--- src/rtl/datapath_pkg.sv ---
// Shared datapath constants and the decoded stack-operation type used by link_stack.
package datapath_pkg;

  localparam int PC_WIDTH   = 16;
  localparam int OVF_REJECT = 0;
  localparam int OVF_WRAP   = 1;

  typedef enum logic [2:0] {
    OP_IDLE,
    OP_FLUSH,
    OP_REPLACE,
    OP_PUSH,
    OP_WRAP,
    OP_POP
  } stack_op_e;

endpackage

--- src/rtl/link_stack.sv ---
// Return-address stack beside the PC: JAL commit pushes, JR-via-link commit pops,
// and top_addr feeds the PC new-address mux combinationally from registered state.
module link_stack
  import datapath_pkg::*;
#(
  parameter int ADDR_WIDTH = PC_WIDTH,
  parameter int DEPTH      = 8,
  parameter int OVF_MODE   = OVF_REJECT
) (
  input  logic                       clock,
  input  logic                       reset,
  input  logic                       push,
  input  logic [ADDR_WIDTH-1:0]      push_addr,
  input  logic                       pop,
  input  logic                       flush,
  input  logic                       clear_flags,
  output logic [ADDR_WIDTH-1:0]      top_addr,
  output logic                       valid,
  output logic                       full,
  output logic [$clog2(DEPTH+1)-1:0] count,
  output logic                       overflow,
  output logic                       underflow
);

  localparam int SP_W  = $clog2(DEPTH);
  localparam int CNT_W = $clog2(DEPTH + 1);
  localparam logic [SP_W-1:0]  SP_LAST  = SP_W'(DEPTH - 1);
  localparam logic [CNT_W-1:0] CNT_FULL = CNT_W'(DEPTH);

  generate
    if (DEPTH < 2 || DEPTH > 64) begin : g_bad_depth
      $error("link_stack: DEPTH must be in the range 2 to 64");
    end
  endgenerate

  logic [ADDR_WIDTH-1:0] r_mem [DEPTH];
  logic [SP_W-1:0]       r_sp;
  logic [CNT_W-1:0]      r_count;
  logic                  r_ovf;
  logic                  r_unf;

  logic [SP_W-1:0] w_sp_inc;
  logic [SP_W-1:0] w_sp_dec;
  logic            w_empty;
  logic            w_full;
  logic            w_set_ovf;
  logic            w_set_unf;
  stack_op_e       w_op;

  // Pointers wrap explicitly because DEPTH need not be a power of two.
  assign w_sp_inc = (r_sp == SP_LAST) ? '0 : r_sp + SP_W'(1);
  assign w_sp_dec = (r_sp == '0) ? SP_LAST : r_sp - SP_W'(1);
  assign w_empty  = (r_count == '0);
  assign w_full   = (r_count == CNT_FULL);

  // push, pop and flush are single-cycle strobes with no handshake: the request
  // present at a rising edge is always accepted and takes effect at that edge.
  always_comb begin
    w_op = OP_IDLE;
    if (flush) begin
      w_op = OP_FLUSH;
    end else if (push && pop && !w_empty) begin
      w_op = OP_REPLACE;
    end else if (push) begin
      if (!w_full)                   w_op = OP_PUSH;
      else if (OVF_MODE == OVF_WRAP) w_op = OP_WRAP;
      else                           w_op = OP_IDLE;
    end else if (pop && !w_empty) begin
      w_op = OP_POP;
    end
  end

  assign w_set_ovf = !flush && push && !pop && w_full;
  assign w_set_unf = !flush && pop && w_empty;

  // Storage is intentionally not reset; count gates every read.
  always_ff @(posedge clock) begin
    case (w_op)
      OP_REPLACE:       r_mem[w_sp_dec] <= push_addr;
      OP_PUSH, OP_WRAP: r_mem[r_sp]     <= push_addr;
      default: ;
    endcase
  end

  always_ff @(posedge clock or posedge reset) begin
    if (reset) begin
      r_sp    <= '0;
      r_count <= '0;
      r_ovf   <= 1'b0;
      r_unf   <= 1'b0;
    end else begin
      case (w_op)
        OP_FLUSH: begin
          r_sp    <= '0;
          r_count <= '0;
        end
        OP_PUSH: begin
          r_sp    <= w_sp_inc;
          r_count <= r_count + CNT_W'(1);
        end
        OP_WRAP: r_sp <= w_sp_inc;
        OP_POP: begin
          r_sp    <= w_sp_dec;
          r_count <= r_count - CNT_W'(1);
        end
        default: ;
      endcase
      r_ovf <= w_set_ovf | (r_ovf & ~clear_flags);
      r_unf <= w_set_unf | (r_unf & ~clear_flags);
    end
  end

  assign top_addr  = w_empty ? '0 : r_mem[w_sp_dec];
  assign valid     = !w_empty;
  assign full      = w_full;
  assign count     = r_count;
  assign overflow  = r_ovf;
  assign underflow = r_unf;

endmodule

--- config.mk ---
export PLATFORM = sky130hd
export DESIGN_NAME = link_stack
export DESIGN_NICKNAME = d
export VERILOG_FILES = /design/src/rtl/datapath_pkg.sv /design/src/rtl/link_stack.sv
export SDC_FILE = /design/constraint.sdc
export NUM_CORES = 1
export LEC_CHECK = 0
export CORE_MARGIN = 4
export CORE_UTILIZATION = 30
export CTS_CLUSTER_SIZE = 28
export DETAILED_ROUTE_END_ITERATION = 16
export GPL_ROUTABILITY_DRIVEN = 1
export GPL_TIMING_DRIVEN = 0
export SYNTH_ARGS = -nofsm -noshare
export SYNTH_HDL_FRONTEND = slang
export SYNTH_SLANG_ARGS = --single-unit
--- constraint.sdc ---
create_clock -name clock -period 3.5 [get_ports clock]
set_input_delay 0.875 -clock clock [delete_from_list [all_inputs] [get_ports clock]]
set_output_delay 0.875 -clock clock [all_outputs]
set_load 0.01 [all_outputs]
Figure 1. Cell sizes after repair (run 1).
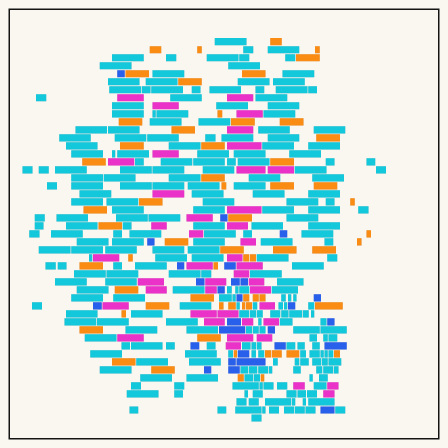
orange -> drive 2  # cells 61, most used mux4_2
magenta -> drive 6 and up  # cells 42, most used clkbuf_16
cyan -> drive 1 or less  # cells 262, most used edfxtp_1
blue -> drive 3 to 4  # cells 27, most used buf_4
Area growth syn-to-layout: 30.5%
Post-Layout Inst Area: 7390 sq um
Non-clk bufs: 81
post-route worst setup slack: 0.0658 ns

Figure 2. Ports around the boundary (run 1).
The bar under the picture is 50 um long. Pins as bars across the die edge, other pins in grey.
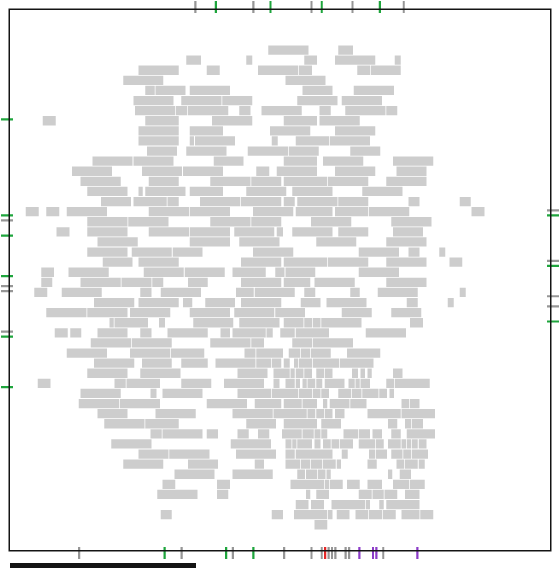
green -> `push_addr`  # pins 16, direction input, edge 6 left, 4 top, 3 bottom, 3 right
red -> `clear_flags`  # pins 1, direction input, edge bottom
purple -> `count`  # pins 4, direction output, edge bottom
all pins by edge = 20 bottom, 10 left, 9 top, 7 right
die x size: 145 um
die height: 145 um

Figure 3. Register map, names as in the netlist (run 1).
The bar under the picture is 50 um long. Other sequential cells in the stronger grey, the rest of the logic in the fainter grey.
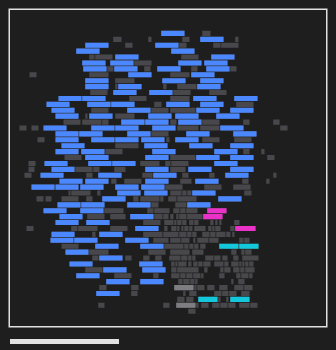
cyan -> `count`  # placed flops 4
magenta -> `r_sp`  # placed flops 3
blue -> `r_mem`  # placed flops 128
not coloured = 2

Figure 4. Cell placement (run 1).
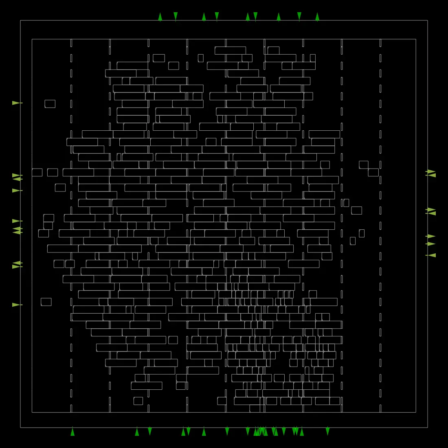
Core Box Area: 18,300 sq um
tap cells: 229

==> reports/metrics.cfg, run 1 <==
[outcome]
status=complete, no violations

[clocking]
cts_buffers=17
clockRootBuffer=clkbuf_16
post_cts_resized=63
clock.latency.late_pin_ns=0.41
tritoncts=built

[hold_path]
hp-start=underflow
whs_path_depth=2

[place]
hpwl_um=8040
placed_cell_area_sq_um=6540
dp_cells=575
gp_congestion=0.794

[power_and_ir_drop]
p_per_area_nw_per_um2=884
ir_drop_mv=0.364
power_leader=combinational logic
powerClk_w=0.00160

[routing]
drc_errors=0
wl_per_cell_um=20.8

[cells_and_area]
combGateArea_sq_um=1540
flops=137
layoutNonFillerInstCount=621
final_nets=408
inverters=9
nClkBuffers=17
seq_share=0.551

[setup_path]
worst-r2r-setup-slack_ns=0.84
worst_r2r_path_depth=7
cp-start-kind=flip-flop
worstReg2RegStart=count[0]
cp_common_cell=buf_12
r2r-end=r_mem[7][6]
worst_path_max_delay_cell=mux4_2

[yosys]
ys_sh_aoi=0.0592
ys_top_logic_family=multiplexers
synth_seq_share=0.718
syn_nets=321
largest_area_cell=edfxtp_1
ys_top_cells_by_count=edfxtp_1, mux4_2, a22o_1
synth_area_sq_um=5670

[sta]
fin_crit_sh=0.981
slew_viol_final=0

[floorplanning]
fp_util=0.310

[global_routing]
grt_first_pass_wirelength_um=19900

[flow_run]
drv_cap=0

-- run 1: per-layer routing --
| layer | track usage | vias to the layer above |
|---|---|---|
| met5 | 0 | - |
| met4 | 0.0484 | 0 |
| met3 | 0.0311 | 16 |
| met2 | 0.208 | 80 |
| met1 | 0.156 | 1637 |
| li1 | - | 1386 |
-- run 1: flip-flops by register name, indices dropped and copies added, names as in the netlist --
signal / cells
r_mem: 128
count: 4
r_sp: 3
overflow: 1
underflow: 1
-- run 1: through the flow --
step	util	worst slack (ns)	TNS, ns	hold slack (ns)
6_report	0.405	0.0658	0	0.538
5_1_grt	0.405	0.00677	0	0.556
4_1_cts	0.404	0.0256	0	0.541
3_5_place_dp	0.358	-0.401	-5.17	0.532
3_3_place_gp	0.350	-0.614	-69.74	0.524
2_1_floorplan	-	0.668	0	0.561
==> run 2, diff against run 1 <==
CORE_MARGIN = 5   (was 4)
Figure 5. Cell sizes after repair (run 2).
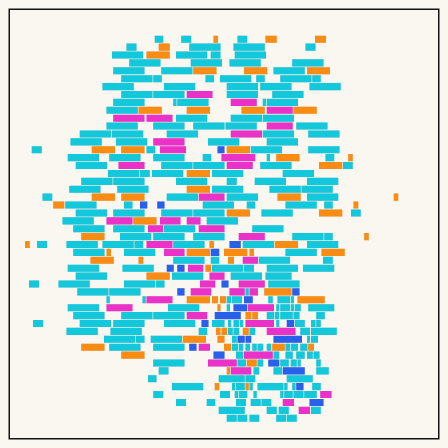
blue -> drive 3 to 4  # cells 24, most used buf_4
magenta -> drive 6 and up  # cells 42, most used clkbuf_16
orange -> drive 2  # cells 66, most used mux4_2
cyan -> drive 1 or less  # cells 259, most used edfxtp_1

Figure 6. Local utilization (run 2).
15 x 15 tiles, from white (low) to dark blue (high), 0 to 100% covered.
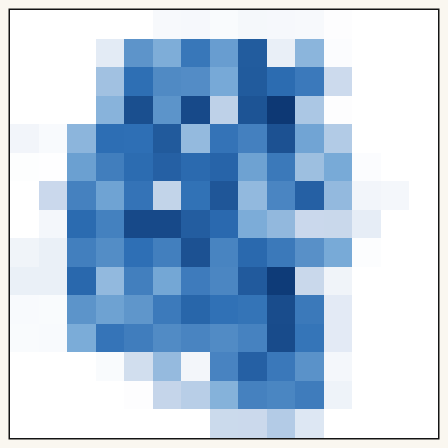
emptiest ninth of the die = top right
tiles over 75% full = 13%
densest ninth of the die = middle

==> run 2 against run 1 <==
  * Via count grew 0.19%
  * Design area grew 0.37%
  * Final cell count grew 0.64%
  * Combinational power shrank 2%
  * Power grew 1.2%
  * Sequential power is essentially flat
  * Synthesized cell count is the same
  * Die size grew 2.8%
  * Worst setup slack gained 0.010 ns
  * Register-to-register slack is essentially flat
  * Clock power grew 9%
  * Critical path type unchanged
  * Largest cell class unchanged
==> reports/metrics.cfg, run 2 <==
[global_routing]
grtUsageMet1=0.148  ; -0.00736
use_met3=0.0291  ; -0.00202
busiest_layer=met2
grt_first_pass_wirelength_um=19300  ; -2.8%

[power_and_ir_drop]
p_per_area_nw_per_um2=891  ; +0.83%
power_leader=combinational logic
powerClk_w=0.00174  ; +9%
ir_drop_mv=0.352  ; -3.2%

[sta]
setup_ws_ns=0.0759  ; +0.0101 ns
fin_crit_sh=0.978  ; -0.00287
tns_ns=0  ; unchanged

[clocking]
clock.latency.late_pin_ns=0.41  ; about the same
tritoncts=built
post_cts_resized=69  ; +9.5%

[cells_and_area]
seq_share=0.549  ; -0.00187
inverters=9  ; unchanged
final_nets=406  ; -0.49%
area_delta_synth_final_pct=31.0
nClkBuffers=18  ; +1
design_area_sq_um=7420  ; +0.37%
flops=137  ; unchanged

[yosys]
syn_nets=321  ; unchanged
ys_top_cells_by_count=edfxtp_1, mux4_2, a22o_1
synth_seq_share=0.718  ; unchanged
largest_area_cell=edfxtp_1

[routing]
wl_per_cell_um=20.3  ; -2.1%
drc_errors=0  ; unchanged

[setup_path]
worst_r2r_path_depth=6  ; -1
worstReg2RegStart=count[0]
cp-start-kind=flip-flop
worst-r2r-setup-slack_ns=0.85  ; about the same
r2r-end=r_mem[2][9]

[outcome]
status=complete, no violations

[place]
gp_congestion=0.753  ; -5.1%
dp_slack_ns=-0.415  ; -0.0134 ns
placed_cell_area_sq_um=6600  ; +0.86%
dp_cells=580  ; +0.87%

[floorplanning]
tap_cells=234  ; +2.2%
fp.dieH_um=147  ; +1.4%

[hold_path]
whs_path_depth=2  ; unchanged

==> run 2: metrics by stage <==
| step | hold WS [ns] | util |
|---|---|---|
| floorplan | 0.561 | - |
| global placement | 0.526 | 0.344 |
| detailed placement | 0.532 | 0.354 |
| CTS | 0.545 | 0.398 |
| global route | 0.570 | 0.398 |
| finish | 0.537 | 0.398 |
==> run 2: worst register-to-register path: cells and delay by family, from the launching register on <==
family,cells,cell delay [ns]
multiplexers,1,0.25
AND-OR/OR-AND,1,0.49
AND/OR/NAND/NOR,2,0.82
buffers and inverters,2,0.40
flip-flops,1,0.41
==> run 2: logic make-up after synthesis <==
logic type      Yosys count
xor+xnor                  3
fa+ha+maj                 6
simple gates             48
buf+inv                  22
mux                      36
compound gates           41
flops                   137
Power figures rest on the tool's default switching activity, not on a simulated workload.
